$ cat src/rtl/softmax_normalizer.sv
// rtl/softmax_normalizer.sv - collects a row of exp() scores, then emits each score / row sum as UQ0.8
// Nine-step restoring divider per weight; single row buffer, no overlap between rows.
module softmax_normalizer #(
  parameter int N_SCORES = 4,
  parameter int IDX_W    = $clog2(N_SCORES),
  parameter int SUM_W    = 9 + IDX_W
) (
  input  logic             clk,
  input  logic             rst,
  input  logic [8:0]       in_data,
  input  logic             in_vld,
  output logic             in_rdy,
  output logic [7:0]       out_data,
  output logic [IDX_W-1:0] out_idx,
  output logic             out_last,
  output logic             out_vld,
  input  logic             out_rdy,
  output logic             busy
);

  typedef enum logic [1:0] {COLLECT, DIV, OUT} state_t;

  localparam logic [IDX_W-1:0] LAST_IDX = IDX_W'(N_SCORES - 1);

  state_t             state, state_nxt;
  logic [8:0]         score_buf [N_SCORES];
  logic [SUM_W-1:0]   sum;
  logic [IDX_W-1:0]   cnt, idx;
  logic [3:0]         step;
  logic [SUM_W:0]     rem, rem_cur, rem_nxt, sum_ext;
  logic [8:0]         quo, quo_nxt;
  logic               q_bit;
  logic [7:0]         weight;
  logic               in_fire, out_fire;

  assign in_rdy   = (state == COLLECT);
  assign out_vld  = (state == OUT);
  assign busy     = (state != COLLECT);
  assign out_idx  = idx;
  assign out_last = (state == OUT) && (idx == LAST_IDX);
  assign in_fire  = in_vld && in_rdy;
  assign out_fire = out_vld && out_rdy;

  // Step 0 loads the score itself; later steps shift the partial remainder.
  always_comb begin
    sum_ext = {1'b0, sum};
    rem_cur = (step == 4'd0) ? {{(SUM_W-8){1'b0}}, score_buf[idx]} : {rem[SUM_W-1:0], 1'b0};
    q_bit   = (rem_cur >= sum_ext);
    rem_nxt = q_bit ? (rem_cur - sum_ext) : rem_cur;
    quo_nxt = {quo[7:0], q_bit};
    if (sum == '0)
      weight = 8'h00;
    else if (quo_nxt[8])
      weight = 8'hFF;
    else
      weight = quo_nxt[7:0];
  end

  always_comb begin
    state_nxt = state;
    case (state)
      COLLECT: if (in_fire && cnt == LAST_IDX) state_nxt = DIV;
      DIV:     if (step == 4'd8) state_nxt = OUT;
      OUT:     if (out_fire) state_nxt = (idx == LAST_IDX) ? COLLECT : DIV;
      default: state_nxt = COLLECT;
    endcase
  end

  always_ff @(posedge clk or posedge rst) begin
    if (rst) state <= COLLECT;
    else     state <= state_nxt;
  end

  always_ff @(posedge clk or posedge rst) begin
    if (rst) begin
      for (int i = 0; i < N_SCORES; i++) score_buf[i] <= '0;
      sum      <= '0;
      cnt      <= '0;
      idx      <= '0;
      step     <= '0;
      rem      <= '0;
      quo      <= '0;
      out_data <= '0;
    end else begin
      case (state)
        COLLECT: begin
          if (in_fire) begin
            score_buf[cnt] <= in_data;
            sum            <= sum + SUM_W'(in_data);
            cnt            <= cnt + 1'b1;
            if (cnt == LAST_IDX) begin
              idx  <= '0;
              step <= '0;
            end
          end
        end
        DIV: begin
          rem  <= rem_nxt;
          quo  <= quo_nxt;
          step <= step + 4'd1;
          if (step == 4'd8) begin
            out_data <= weight;
            step     <= '0;
          end
        end
        OUT: begin
          if (out_fire) begin
            if (idx == LAST_IDX) begin
              sum <= '0;
              cnt <= '0;
              idx <= '0;
            end else begin
              idx <= idx + 1'b1;
            end
          end
        end
        default: ;
      endcase
    end
  end

endmodule

$ cat config.mk
export PLATFORM = sky130hd
export DESIGN_NAME = softmax_normalizer
export DESIGN_NICKNAME = d
export VERILOG_FILES = /design/src/rtl/softmax_normalizer.sv
export SDC_FILE = /design/constraint.sdc
export NUM_CORES = 1
export LEC_CHECK = 0
export CORE_UTILIZATION = 58
export CTS_CLUSTER_DIAMETER = 100
export DETAILED_ROUTE_END_ITERATION = 6
export PLACE_DENSITY = 0.88
export REMOVE_ABC_BUFFERS = 1
export SLEW_MARGIN = 40
export SYNTH_ARGS = -nofsm -noshare
export SYNTH_HDL_FRONTEND = slang
export SYNTH_SLANG_ARGS = --single-unit
$ cat constraint.sdc
create_clock -name clk -period 6.17 [get_ports clk]
set_input_delay 1.234 -clock clk [delete_from_list [all_inputs] [get_ports clk]]
set_output_delay 1.234 -clock clk [all_outputs]
set_load 0.02 [all_outputs]
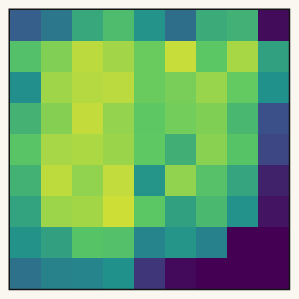
(run_1/cell_density.png)
Drawn at 3 px/um. 9 x 9 tiles, from dark purple (low) to yellow (high), 0 to 100% covered.
nearly empty tiles: 6.2%
fullest tile: 93%
mean over tiles: 60%

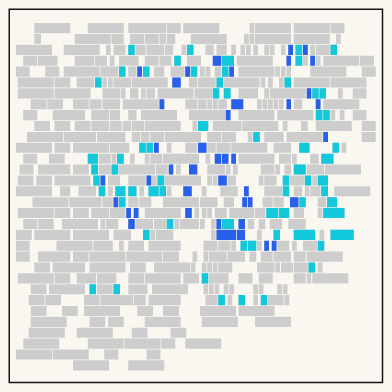
(run_1/logic_types.png)
Drawn at 4 px/um.
[cyan] inverting AOI/OAI gates | cells: 66
[blue] NOR gates | cells: 42

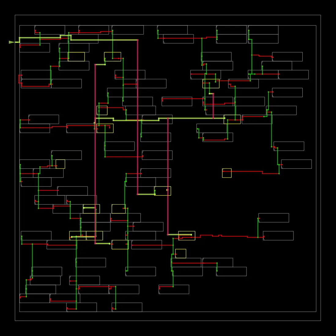
(run_1/clocks.png)
# clock sinks: 84

-- run 1: worst paths after layout --
check	from	endpoint	slack (ns)	cells past startpoint
setup reg to reg	step[0]	rem[1]	2.41	14
setup / recovery	step[0]	rem[1]	2.41	14
max in group asynchronous	rst	out_idx[0]	4.35	3
min in group asynchronous	rst	score_buf[9]	1.37	3
hold reg to reg	rem[4]	rem[4]	0.49	2
hold / removal	rem[4]	rem[4]	0.49	2
-- run 1: sequential cells by signal (all words and copies together) (netlist names) --
register,count
quo,8
out_idx,2
out_data,8
sum,11
state,2
score_buf,36
rem,11
cnt,2
step,4
-- run 1: logic make-up (layout without fill, tap and decap cells) --
group | count (synthesis) | after routing | share of synthesized area [%]
mux | 55 | 55 | 14.8
fa+ha+maj | 29 | 29 | 7.88
compound gates | 87 | 87 | 12.3
buf+inv | 41 | 67 | 3.83
flops | 84 | 84 | 43.8
simple gates | 152 | 152 | 14.5
xor+xnor | 16 | 16 | 2.92
-- run 1: critical path: cells and delay by family, from the launching register on --
kind,cells,cell delay [ns]
AND-OR/OR-AND,5,1.09
AND/OR/NAND/NOR,5,1.15
adder cells (fa/ha/maj),3,0.88
flip-flops,1,0.45
buffers and inverters,1,0.08
-- run 1: layout make-up --
cell class / instances / area share [%]
Multi-Input combinational cell: 339 / 47.3
Sequential cell: 84 / 39.6
Tap cell: 102 / 2.41
Clock inverter: 5 / 0.825
Clock buffer: 11 / 2.85
Timing Repair Buffer: 28 / 5.31
Inverter: 23 / 1.65
==> GITHUB_STEP_SUMMARY, run 1 <==
### Metrics collected by this job

| Metric | Value |
|---|---|
| Crit-path most repeated cell | ha_1 |
| Setup ws final | 2.41 ns |
| Post-CTS sizing | 0 |
| Die X | 92.9 um |
| Final Hold Violation Tally | 0 |
| Hold crit path type | register to register |
| Top cells by area | dfrtp_1, mux2_2, ha_1 |
| CP endpoint kind | register |
| Fin area | 5310 um2 |
| Core area | 7850 um2 |
| Comb. cell area | 2510 um2 |
| Pre-antenna DRT Iters | 4 |
| Gr usage total | 26.1% |
| Final global-route overflow total | 0 |
| Cell count listed in synth_stat.txt | 464 |
| Seq share, synth | 43.8% |
| Top Usage Layer GRT | met2 |
| Synth warn | 0 |
| Via count | 3539 |
| Main synth FF type | dfrtp_1 |
| Status | complete, no violations |
| Antenna Diode Count | 0 |
| Area of the die | 8640 um2 |
| Maximum clock path buffer count | 2 |
| Vias in the first global route | 3643 |
| Num CTS Buffers | 9 |
| Worst Skew | 0.0120 ns |
| ANT nets after route | 0 |
| Detailed Route WL | 10100 um |
| # Max-Cap Violations | 0 |
| Dpl hpwl | 7170 um |
| Max Clock Freq | 266 MHz |
| Setup TNS | 0 ns |
| Commonest Layout Cell | dfrtp_1 |
| DRC | 0 |
| Cells after Synth | 464 |
| RD Place Congestion | 0.912 |
| CTS tree | yes |
| Setup Fix Bufs, Post-CTS | 0 |
| DP Worst Slack | 2.46 ns |
==> run_1/io_fan.png <==
Drawn at 4 px/um.
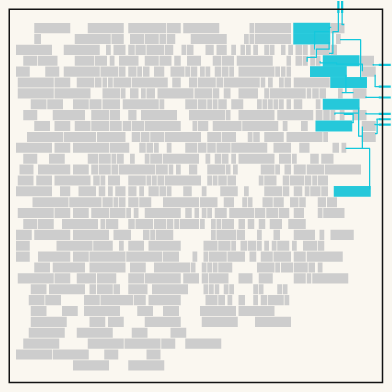

==> run 2: changes to the inputs <==
==> constraint.sdc (replaced) <==
create_clock -name clk -period 3.8 [get_ports clk]
set_input_delay 0.76 -clock clk [delete_from_list [all_inputs] [get_ports clk]]
set_output_delay 0.76 -clock clk [all_outputs]
set_load 0.02 [all_outputs]
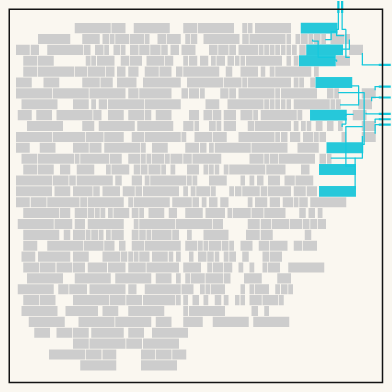
(run_2/io_fan.png)
Drawn at 4 px/um.
[cyan] out_data | bits: 8 | direction: output | edge: 6 east, 2 north | end cells: 8 | buffers: 8 | wire: 137 um

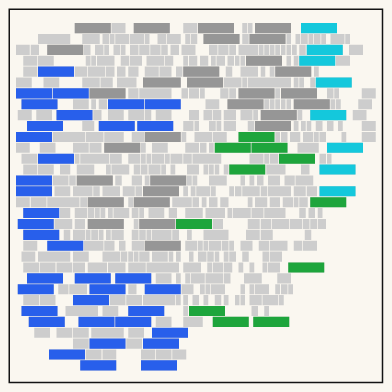
(run_2/flops_by_reg.png)
Drawn at 4 px/um.
[blue] score_buf | sequential cells: 36
[green] rem | sequential cells: 11
[cyan] out_data | sequential cells: 8
not coloured: 29

==> GITHUB_STEP_SUMMARY, run 2 <==
### Metrics collected by this job

| Metric | Value |
|---|---|
| Vias in the first global route | 3678 (+0.96%) |
| Max reg flops | 36 (unchanged) |
| Die X | 92.9 um (unchanged) |
| ANT nets after route | 0 (unchanged) |
| Main synth FF type | dfrtp_1 |
| Delay-heaviest family, CP | AND-OR/OR-AND gates |
| Status | complete, no violations |
| Seq share, synth | 43.8% (unchanged) |
| # Max-Cap Violations | 0 (unchanged) |
| Buffers and inverters on the worst path | 1 (unchanged) |
| Gr usage total | 26.9% (+0.72 points) |
| DP Worst Slack | 0.259 ns (-2.20 ns) |
| Max Clock Freq | 292 MHz (+9.8%) |
| Detailed Route WL | 10400 um (+2.7%) |
| Setup ws final | 0.376 ns (-2.03 ns) |
| Cells after Synth | 464 (unchanged) |
| Commonest Layout Cell | dfrtp_1 |
-- run 2: cell families (layout without fill, tap and decap cells) --
kind of cell,Yosys count,count (layout),synth area share [%]
adder cells (fa/ha/maj),29,29,7.88
buffers and inverters,41,71,3.83
flip-flops,84,84,43.8
AND/OR/NAND/NOR,152,152,14.5
XOR/XNOR,16,16,2.92
multiplexers,55,55,14.8
AND-OR/OR-AND,87,87,12.3
-- run 2: metal layers --
metal	vias to the layer above	global-route usage, %
met4	0	11.4
met5	-	0
li1	1672	-
met3	20	3.69
met1	1756	33.4
met2	84	46.8
-- run 2: cell type report --
type | instances | share of cell area, %
clock buffers | 10 | 2.57
repair buffers | 32 | 5.71
flip-flops and latches | 84 | 39.3
inverters | 23 | 1.66
multi-input cells | 339 | 46.9
clock inverters | 6 | 1.40
well taps | 102 | 2.39
-- run 2: final timing paths --
path	from	endpoint	slack, ns	cells past startpoint
worst max-delay path	step[0]	rem[1]	0.38	14
worst min register to register	out_data[2]	out_data[2]	0.49	2
worst max register to register	step[0]	rem[1]	0.38	14
max in group asynchronous	rst	score_buf[24]	2.28	3
worst min-delay path	out_data[2]	out_data[2]	0.49	2
min in group asynchronous	rst	cnt[1]	0.79	2
-- run 2: metrics by stage --
| stage | instance area [um2] | std cells | util, % |
|---|---|---|---|
| 6_report | 5350 | 596 | 68.1 |
| 5_1_grt | 5350 | 596 | 68.1 |
| 4_1_cts | 5350 | 596 | 68.1 |
| 3_5_place_dp | 5130 | 580 | 65.4 |
| 3_3_place_gp | 5130 | 580 | 65.4 |
| 2_1_floorplan | 4700 | 446 | - |
-- run 2: tightest hold or removal path: stages (launching register included) --
cell and delay (ns):
dfrtp_1 0.35, nand2_1 0.05, o21ai_0 0.06
==> run_2/logic_types.png <==
Drawn at 4 px/um.
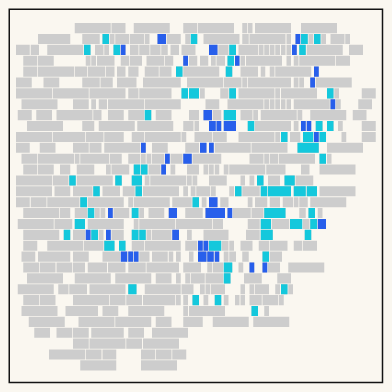

==> run 3: changes to the inputs <==
--- a/config.mk
+++ b/config.mk
@@ -5,10 +5,11 @@
 export SDC_FILE = /design/constraint.sdc
 export NUM_CORES = 1
 export LEC_CHECK = 0
-export CORE_UTILIZATION = 58
+export CAP_MARGIN = 20
+export CORE_UTILIZATION = 54
 export CTS_CLUSTER_DIAMETER = 100
 export DETAILED_ROUTE_END_ITERATION = 6
-export PLACE_DENSITY = 0.88
+export PLACE_DENSITY = 0.86
 export REMOVE_ABC_BUFFERS = 1
 export SLEW_MARGIN = 40
 export SYNTH_ARGS = -nofsm -noshare
==> constraint.sdc (replaced) <==
create_clock -name clk -period 3 [get_ports clk]
set_input_delay 0.6 -clock clk [delete_from_list [all_inputs] [get_ports clk]]
set_output_delay 0.6 -clock clk [all_outputs]
set_load 0.02 [all_outputs]
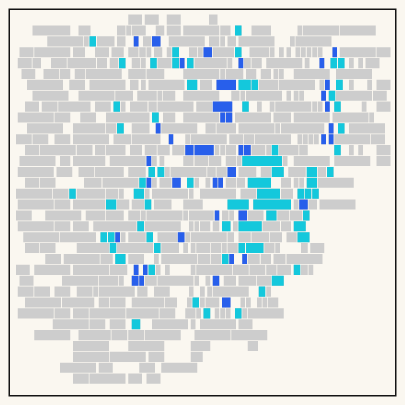
(run_3/logic_types.png)
Drawn at 4 px/um.
[blue] NOR gates | cells: 42
[cyan] inverting AOI/OAI gates | cells: 67

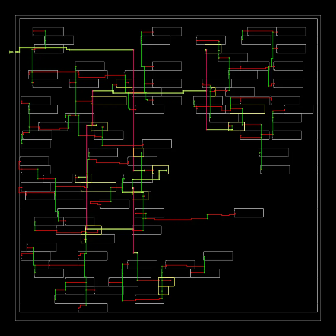
(run_3/clocks.png)
Latency at later pin: 0.37 ns
CLK BUF: 11
sequential cell count: 84

==> GITHUB_STEP_SUMMARY, run 3 <==
### Metrics collected by this job

| Metric | Value |
|---|---|
| Hold Path Sink | out_data[7] |
| Hold Path Stages | 2 (unchanged) |
| Die X | 96.2 um (+3.6%) |
| DP Worst Slack | -0.184 ns (-0.444 ns) |
| RSZ-0062 raised after global routing | yes |
| Min-delay src | out_data[7] |
| Cell count listed in synth_stat.txt | 464 |
| Detailed Route WL | 11000 um (+5.3%) |
| Fin area | 5800 um2 (+8.5%) |
| Status | complete, no violations |
| Dpl hpwl | 7500 um |
| Worst setup path start | out_idx[0] |
| Setup ws final | 0.0238 ns (-0.352 ns) |
| Worst path required time | 3.25 ns |
| Gr usage total | 25.2% (-1.7 points) |
| ANT nets after route | 0 (unchanged) |
| Termination of the worst setup path | rem[8] |
| Largest registers | score_buf x36, rem x11, sum x11 |
| Vias in the first global route | 3624 (-1.5%) |
| Delay-heaviest family, CP | multiplexers |
| Max Clock Freq | 336 MHz (+15%) |
| Max reg flops | 36 (unchanged) |
| Critical R2R Capture | rem[8] |
| Chip area in the Yosys report | 4800 um2 |
| Buffers and inverters on the worst path | 3 (+2) |
| Worst R2R Start | out_idx[0] |
| Cells after Synth | 464 (unchanged) |
| Slew HR | 53.1% |
| Main synth FF type | dfrtp_1 |
| # Max-Cap Violations | 0 (unchanged) |
| WP depth | 13 (-1) |
| Placed Area | 5310 um2 (+3.5%) |
| Commonest Layout Cell | dfrtp_1 |
| Seq share, synth | 43.8% (unchanged) |
| R2R setup slack | 0.02 ns (-0.35 ns) |
| CTS H-tree lvls | 3 |
| Worst Setup Start Kind | register |
==> run 3: cell counts after synthesis <==
No cell type changed its count.
==> run 3: cell type report <==
| cell class | count | area [um2] |
|---|---|---|
| Sequential cell | 84 | 2100 |
| Fill cell | 627 | 2880 |
| Clock inverter | 5 | 108 |
| Multi-Input combinational cell | 340 | 2680 |
| Timing Repair Buffer | 58 | 553 |
| Tap cell | 108 | 135 |
| Clock buffer | 11 | 131 |
| Inverter | 23 | 88.8 |
==> run 3: worst reg2reg max path: cells and delay by family (launching register included) <==
| kind | cells | cell delay, ns |
|---|---|---|
| AND/OR/NAND/NOR | 1 | 0.06 |
| multiplexers | 3 | 0.90 |
| adder cells (fa/ha/maj) | 1 | 0.24 |
| AND-OR/OR-AND | 5 | 0.80 |
| flip-flops | 1 | 0.43 |
| buffers and inverters | 3 | 0.43 |
==> run 3: per-stage QoR <==
step	hold WS, ns	utilization [%]	instances
final	0.484	66.8	629
after global routing	0.525	66.8	629
after CTS	0.488	65.2	625
after detailed placement	0.470	61.2	604
after global placement	0.461	61.2	604
after floorplan	0.442	-	446
==> run 3: routing by layer <==
metal  wire (um)  vias to the layer above  GRT usage [%]
li1            -                     1734              -
met1        4520                     1843           31.8
met2        5610                      134           41.5
met3         497                       35           4.42
met4         342                        0           12.8
met5           0                        -              0
==> run 3: what timing repair did <==
item | CTS | global route
cloned | 1 | 0
pin swaps | 1 | 13
gates resized | 10 | 25
endpoints found under the setup margin | 13 | 13
setup buffers | 4 | 4
==> run 3: cells by family (layout without fill, tap and decap cells) <==
group,after synthesis,count (layout),synth area share [%]
compound gates,87,88,12.3
mux,55,55,14.8
fa+ha+maj,29,29,7.88
buf+inv,41,97,3.83
simple gates,152,152,14.5
xor+xnor,16,16,2.92
flops,84,84,43.8
